===== config.mk =====
export PLATFORM = sky130hd
export DESIGN_NAME = shift_add_multiplier
export DESIGN_NICKNAME = d
export VERILOG_FILES = /design/src/rtl/mul_pkg.sv /design/src/rtl/mul_sign_abs.sv /design/src/rtl/shift_add_multiplier.sv
export SDC_FILE = /design/constraint.sdc
export NUM_CORES = 1
export LEC_CHECK = 0
export ABC_AREA = 1
export CAP_MARGIN = 15
export CELL_PAD_IN_SITES_DETAIL_PLACEMENT = 0
export CELL_PAD_IN_SITES_GLOBAL_PLACEMENT = 2
export CORE_ASPECT_RATIO = 1.5
export CORE_MARGIN = 4
export CORE_UTILIZATION = 33
export DETAILED_ROUTE_END_ITERATION = 12
export GPL_TIMING_DRIVEN = 1
export PLACE_DENSITY_LB_ADDON = 0.1
export SYNTH_ARGS = -nofsm -noshare
export SYNTH_HDL_FRONTEND = slang
export SYNTH_SLANG_ARGS = --single-unit
export TNS_END_PERCENT = 1

===== constraint.sdc =====
create_clock -name clk -period 4.1 [get_ports clk]
set_clock_uncertainty 0.05 [all_clocks]
set_input_delay 0.82 -clock clk [delete_from_list [all_inputs] [get_ports clk]]
set_output_delay 0.82 -clock clk [all_outputs]
set_load 0.1 [all_outputs]

===== src/rtl/mul_pkg.sv =====
// Types and constants shared by the shift-add multiplier and its helpers.
package mul_pkg;

   localparam int MUL_DEFAULT_WIDTH = 32;

   typedef enum logic [1:0] {
      IDLE  = 2'd0,
      CALC  = 2'd1,
      FIXUP = 2'd2,
      DONE  = 2'd3
   } mul_state_t;

   // Counter width that can hold 0..width inclusive.
   function automatic int mul_cnt_width(input int width);
      return $clog2(width) + 1;
   endfunction

endpackage


===== src/rtl/mul_sign_abs.sv =====
// Splits a two's-complement operand into sign bit and unsigned magnitude.
// The most negative input maps to magnitude 2^(WIDTH-1), which fits WIDTH unsigned bits.
module mul_sign_abs #(
   parameter int WIDTH = 32
) (
   input  logic signed [WIDTH-1:0] i_val,
   output logic        [WIDTH-1:0] o_mag,
   output logic                    o_sign
);

   assign o_sign = i_val[WIDTH-1];
   assign o_mag  = o_sign ? WIDTH'(-i_val) : WIDTH'(i_val);

endmodule


===== src/rtl/shift_add_multiplier.sv =====
// Sequential signed multiplier: sign-magnitude shift-add, one multiplier bit per CALC cycle.
// Latency WIDTH+3 edges start-to-valid; start ignored while busy; MUL_ADD_REMAINDER_EN adds a signed addend.
module shift_add_multiplier
   import mul_pkg::*;
#(
   parameter int WIDTH = MUL_DEFAULT_WIDTH
) (
   input  logic                      clk,
   input  logic                      rst,
   input  logic                      start,
   input  logic signed [WIDTH-1:0]   quotient,
   input  logic signed [WIDTH-1:0]   divisor,
`ifdef MUL_ADD_REMAINDER_EN
   input  logic signed [WIDTH-1:0]   remainder,
`endif
   output logic signed [2*WIDTH-1:0] product,
   output logic                      busy,
   output logic                      valid
);

   localparam int CW = mul_cnt_width(WIDTH);

   mul_state_t          r_state;
   logic [WIDTH-1:0]    r_mcand;
   logic [WIDTH-1:0]    r_mplier;
   logic [WIDTH-1:0]    r_acc;
   logic [CW-1:0]       r_cnt;
   logic                r_sign;
   logic [2*WIDTH-1:0]  r_product;
   logic                r_valid;
`ifdef MUL_ADD_REMAINDER_EN
   logic [WIDTH-1:0]    r_rem;
`endif

   logic [WIDTH-1:0]    w_q_mag;
   logic [WIDTH-1:0]    w_d_mag;
   logic                w_q_sign;
   logic                w_d_sign;
   logic [WIDTH:0]      w_sum;
   logic                w_last;
   logic [2*WIDTH-1:0]  w_mag;
   logic [2*WIDTH-1:0]  w_signed;
   logic [2*WIDTH-1:0]  w_fixed;

   mul_sign_abs #(.WIDTH(WIDTH)) u_abs_q (
      .i_val  (quotient),
      .o_mag  (w_q_mag),
      .o_sign (w_q_sign)
   );

   mul_sign_abs #(.WIDTH(WIDTH)) u_abs_d (
      .i_val  (divisor),
      .o_mag  (w_d_mag),
      .o_sign (w_d_sign)
   );

   // One extra bit holds the carry out of the partial-product add before the shift.
   assign w_sum  = r_mplier[0] ? ({1'b0, r_acc} + {1'b0, r_mcand}) : {1'b0, r_acc};
   assign w_last = (r_cnt == CW'(WIDTH - 1));

   assign w_mag    = {r_acc, r_mplier};
   assign w_signed = r_sign ? -w_mag : w_mag;
`ifdef MUL_ADD_REMAINDER_EN
   assign w_fixed  = w_signed + {{WIDTH{r_rem[WIDTH-1]}}, r_rem};
`else
   assign w_fixed  = w_signed;
`endif

   always_ff @(posedge clk) begin
      if (rst) begin
         r_state   <= IDLE;
         r_mcand   <= '0;
         r_mplier  <= '0;
         r_acc     <= '0;
         r_cnt     <= '0;
         r_sign    <= 1'b0;
         r_product <= '0;
         r_valid   <= 1'b0;
`ifdef MUL_ADD_REMAINDER_EN
         r_rem     <= '0;
`endif
      end else begin
         r_valid <= 1'b0;
         case (r_state)
            IDLE: begin
               if (start) begin
                  r_mcand  <= w_q_mag;
                  r_mplier <= w_d_mag;
                  r_sign   <= w_q_sign ^ w_d_sign;
                  r_acc    <= '0;
                  r_cnt    <= '0;
`ifdef MUL_ADD_REMAINDER_EN
                  r_rem    <= remainder;
`endif
                  r_state  <= CALC;
               end
            end
            CALC: begin
               // Shift {carry, acc, mplier} right by one; low product bits fill mplier from the top.
               r_acc    <= w_sum[WIDTH:1];
               r_mplier <= {w_sum[0], r_mplier[WIDTH-1:1]};
               r_cnt    <= r_cnt + CW'(1);
               if (w_last) begin
                  r_state <= FIXUP;
               end
            end
            FIXUP: begin
               {r_acc, r_mplier} <= w_fixed;
               r_state           <= DONE;
            end
            DONE: begin
               r_product <= {r_acc, r_mplier};
               r_valid   <= 1'b1;
               r_state   <= IDLE;
            end
            default: begin
               r_state <= IDLE;
            end
         endcase
      end
   end

   assign product = r_product;
   assign valid   = r_valid;
   assign busy    = (r_state != IDLE);

endmodule


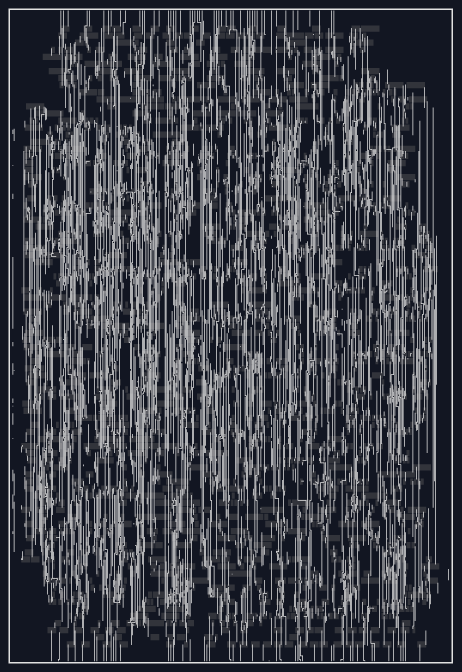
*M2 wires*
longest straight run: 112 um
nets with wire on the layer: 1830
wire length on this layer: 30.1 mm
share of all routed wire: 55%
grt met2 use: 49.4%
routed vias: 14200
WL final: 54.9 mm

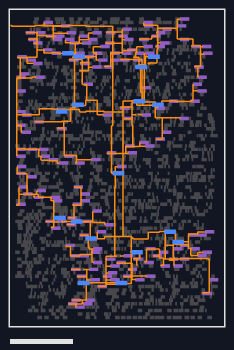
*Clock distribution*
Bar = 50 um.
[cells driving clock nets] blue | count: 17
[flip-flops] purple | count: 170
[clock wires] orange | length: 2780 um
routed clock nets: 18
P_clk: 1800 uW
clock power share: 17.0%
clk ins delay skew pair: 0.47 ns

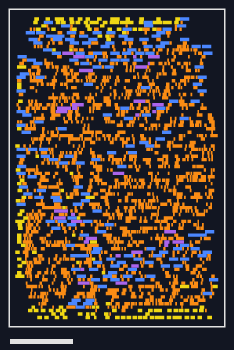
*Placement by cell class*
Bar = 50 um.
[flip-flops] blue | cells: 170
[clock drivers and dummy loads] purple | cells: 32
[other buffers and delay cells] yellow | cells: 152
[all other logic] orange | cells: 1898
Design Area, Final: 15400 um2
sequential share of cell area: 22.1%
final core occ: 39.8%
Core Area: 38600 um2

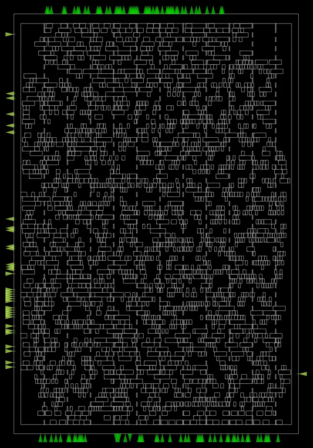
*Placement view*
non-filler cells, final: 2747
Fill cells: 4286
cell row count: 88
Seq cells: 170
n_taps: 495

## sequential cells by signal, summed over array words and instances, names as in the netlist
| name | flops |
|---|---|
| product | 64 |
| r_acc | 32 |
| r_cnt | 6 |
| r_mcand | 32 |
| r_mplier | 32 |
| r_sign | 1 |
| r_state | 2 |
| valid | 1 |
## Yosys cell counts (all sizes together) (14+ instances only)
cell type / number
o21ai: 207
xor2: 42
ha: 40
nor3: 39
xnor2: 14
nand3: 146
clkbuf: 68
a21oi: 223
nand2: 538
dfxtp: 170
a31oi: 18
nor2: 252
inv: 278
nand4: 33
o211ai: 17
## worst max-delay path: cells and delay by family, from the launching register on
kind            cells  cell delay [ns]
buf+inv             3             0.40
flops               1             0.30
simple gates        4             1.15
fa+ha+maj           1             0.21
compound gates      2             0.65
## cell usage in the layout, fill, tap and decap left out, types with 4 or more instances in the layout
cell type,n
nand2_2,5
nand4_1,30
clkbuf_16,17
ha_1,39
nor3_4,4
a31oi_1,18
o21ai_1,21
nand3_2,6
nand3b_1,5
xor2_1,42
a21oi_1,221
nor3_2,7
inv_8,4
inv_2,9
o21ai_0,185
nor2_1,234
or2_1,4
nor2_4,10
buf_4,19
clkdlybuf4s50_1,130
nand3_1,138
o211ai_1,17
o221ai_1,8
nor2_2,7
nand2_1,530
nor4_1,4
inv_6,4
xnor2_1,14
dfxtp_1,170
inv_1,269
nor3_1,28
o31ai_1,4
## metrics by stage
step / power [uW] / util [%]
after floorplan: 6740 / -
after global placement: 8830 / 38.1
after detailed placement: 8830 / 38.1
after CTS: 10700 / 39.8
after global routing: 11300 / 39.8
final: 10600 / 39.8
## layer usage
layer  share of wire (%)  track usage, %  vias to the layer above
met1                  36            25.4                     6531
met5                   0               0                        -
met2                  55            49.4                      341
met4                 6.8            15.5                        0
li1                    -               -                     7241
met3                 2.4            2.72                      127
## cells by family (layout without fill, tap and decap cells)
kind of cell             count (synthesis)  in the layout  share of synthesized area (%)
XOR/XNOR                                56             56                           3.79
flip-flops                             170            170                           26.3
buffers and inverters                  362            466                           10.7
adder cells (fa/ha/maj)                 41             41                           4.02
AND/OR/NAND/NOR                       1029           1029                           35.0
AND-OR/OR-AND                          490            490                           20.2
## worst max path at each step
stage,end,cells past startpoint,from,slack [ns]
finish,r_mplier[28],10,r_mplier[0],1.21
global route,r_mplier[28],10,r_mplier[0],1.17
CTS,product[63],1,product[63],1.20
detailed placement,r_mplier[28],15,divisor[0],1.00
global placement,r_mplier[10],11,divisor[0],1.04
floorplan,r_mplier[13],11,r_state[0],1.53
## power by group
group / leakage, uW / switching [uW] / total [uW] / internal, uW
Sequential: 0.00139 / 498 / 2570 / 2070
Combinational: 0.00507 / 4610 / 6240 / 1620
Clock: 0.000307 / 811 / 1800 / 990
Total: 0.00677 / 5920 / 10600 / 4680
## final cells by class
type                    instances  area share, %
multi-input cells            1616           53.1
flip-flops and latches        170           22.1
repair buffers                152           9.68
inverters                     282           6.93
well taps                     495           4.03
clock buffers                  18           2.79
clock inverters                14           1.32
==> run summary <==
flow finished, numbers: placed cell areas 14700 um2, vias in the first global route approximately 14000, final worst-path cycle share 70.6%, FP Core Util 33.5%, count of library flops with an enable pin 0, first-pass GRT wire length around 83 mm, Chip Height roughly 250 um, FF-to-FF End r_mplier[28], status complete, no violations, Critical Path Start Type flip-flop, Hold Slack 0.432 ns, Dominant cell area share 26.3%, DP HPWL 43.7 mm, Power Density approximately 690 nW/um2, Post-synth seq share 26.3%, Crit path arrival time 3.16 ns, Hold Path End r_cnt[1], reg2reg start r_mplier[0], chip area about 43000 um2, Mapped Cells approximately 2100, CP Capture Type flip-flop, Worst-Margin Slew 1.00 ns, Synth area leaders dfxtp_1 (26%), nand2_1 (15%), a21oi_1 (8.5%), drt pass-1 iters 5, clk sink count 170, Yosys cell types 54
Power and IR drop assume default switching activity.
